==> images/clock_nets.png <==
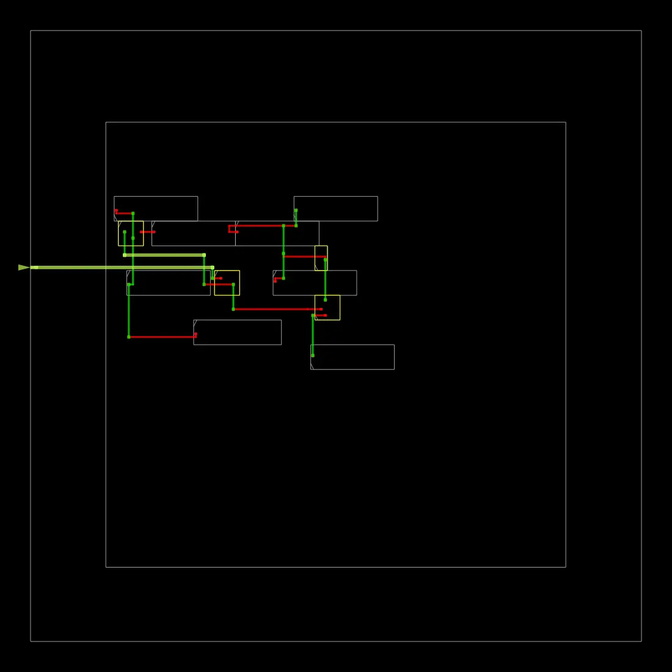
==> images/closeup.png <==
Region (35, 2) to (65, 32) um. Cells in gray, sequential cells in the stronger gray; small squares are vias.
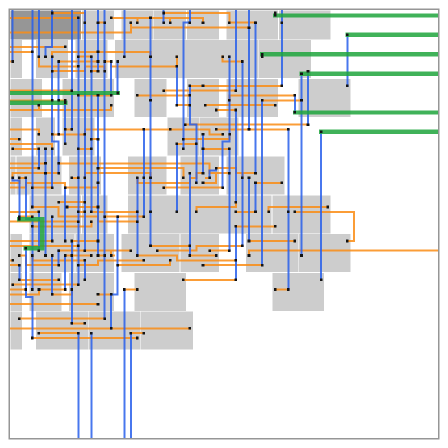
==> images/ff_map.png <==
Bar = 20 um. Other sequential cells in the stronger gray, the rest of the logic in the fainter gray.
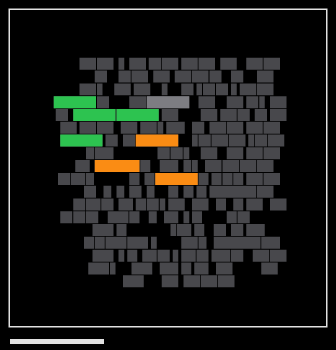
==> images/clock_wires.png <==
Bar = 20 um.
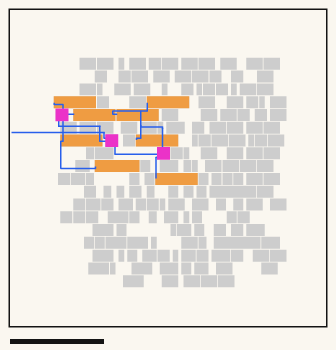
==> images/sizing.png <==
Bar = 20 um.
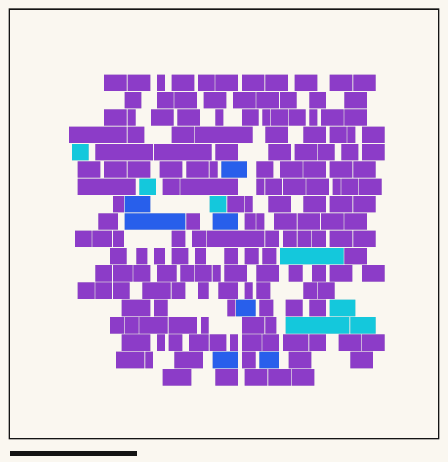
==> config.mk <==
export PLATFORM = sky130hd
export DESIGN_NAME = sync_fifo_wr_arbiter
export DESIGN_NICKNAME = d
export VERILOG_FILES = /design/src/rtl/sync_fifo_arb_pkg.sv /design/src/rtl/sync_fifo_wr_arbiter_rr_pick.sv /design/src/rtl/sync_fifo_wr_arbiter.sv
export SDC_FILE = /design/constraint.sdc
export NUM_CORES = 1
export LEC_CHECK = 0
export CAP_MARGIN = 15
export CORE_MARGIN = 8
export CORE_UTILIZATION = 41
export CTS_CLUSTER_DIAMETER = 120
export DETAILED_ROUTE_END_ITERATION = 7
export PLACE_DENSITY = 0.88
export SETUP_SLACK_MARGIN = 0.15
export SKIP_LAST_GASP = 1
export SLEW_MARGIN = 20
export SYNTH_ARGS = -nofsm -noshare
export SYNTH_HDL_FRONTEND = slang
export SYNTH_SLANG_ARGS = --single-unit
==> constraint.sdc <==
create_clock -name clk -period 7.2 [get_ports clk]
set_input_delay 1.44 -clock clk [delete_from_list [all_inputs] [get_ports clk]]
set_output_delay 1.44 -clock clk [all_outputs]
set_load 0.1 [all_outputs]
==> run_results.csv <==
group,metric,value,unit
placement,post-dp-hpwl,3390,um
hold_path,hold_depth,1,
clocking,cts-hold-fix-buffers,0,
logic_synthesis,yosysCellCount,125,
route,route.layer.met1.wl,1730,um
layout,comb-cell-share,0.481,
worst_setup_path,cp.required,5760,ps
logic_synthesis,synthTopCellsByCount,"19 x a22oi_1, 11 x nand2_1, 8 x ha_1",
sta,period_used_share,0.720,
layout,clock_cell_area_share,0.0155,
logic_synthesis,yosys.area.top_type,"dfrtp_1",
route,drc,0,
hold_path,hp-class,"flip-flop to flip-flop",
layout,n_all_buffers,60,
worst_setup_path,cp_slowest_cell,"clkdlybuf4s50_1",
grt,globalRouteTotalUtil,0.169,
layout,final_nets,232,
clocking,clk_path_buf_depth,2,
placement,pre_cts_slack,2020,ps
outcome,outcome,"finished, final reports clean",
sta,hold_slack,597,ps
worst_setup_path,rr_worst_depth,7,
placement,io_buffer_count,60,
worst_setup_path,max_stage_delay,1180,ps
worst_setup_path,path_delay_family,"buffers and inverters",
route,viasPerCell,6.12,
clocking,ctsHtreeMaxLevel,1,
sta,post-route-min-period,5180,ps
logic_synthesis,synth.area.mux_share,0.0605,
layout,design_area,1690,um2
route,first_iter_violations,55,
logic_synthesis,avgSynthCellArea,8.60,um2
clocking,cts.sinks,8,
logic_synthesis,synth.logic.top_family,"AND-OR/OR-AND gates",
layout,largest_reg_flops,4,
grt,use_met2,0.296,
logic_synthesis,ys_async_sr_fraction,1.00,
placement,gp_congestion,0.852,
logic_synthesis,ys_sh_adder,0.0931,
worst_setup_path,r2r_setup_slack,4470,ps
clocking,tritoncts,"done",
sta,rsz0062_at_grt,"false",
logic_synthesis,topCellsByArea,"dfrtp_1 16%, a22oi_1 13%, ha_1 9.3%",
About clock_nets.png:
count of clock buffers in the final design: 4
flip-flop and latch count: 8

About closeup.png:
Blue is M2. Orange is M1. Green is M3.
Sequential cells in the window: 1. Most frequent: clkdlybuf4s50_1 (12), and2_1 (4). 44 logic cells have their middle in the window.

About ff_map.png:
Orange is last_q, sequential cells 3. Green is grant, sequential cells 4.
Another 1 sequential cells are not colored.
register area: 201 um2
Seq area share: 0.119

About clock_wires.png:
Blue is clock wires, length 110 um. Magenta is clock-net drivers, count 3. Orange is flip-flops, count 8.
There are 4 routed clock nets.
Fin Clk Skew: 11.6 ps
Worst-Skew Late Latency: 260 ps

About sizing.png:
Purple is x1 and smaller, cells 166, share 92%. Cyan is x3 and x4, cells 7, share 3.9%. Blue is x2, cells 7, share 3.9%.
area grow syn2layout: 57.3%
setup ws final: 2020 ps

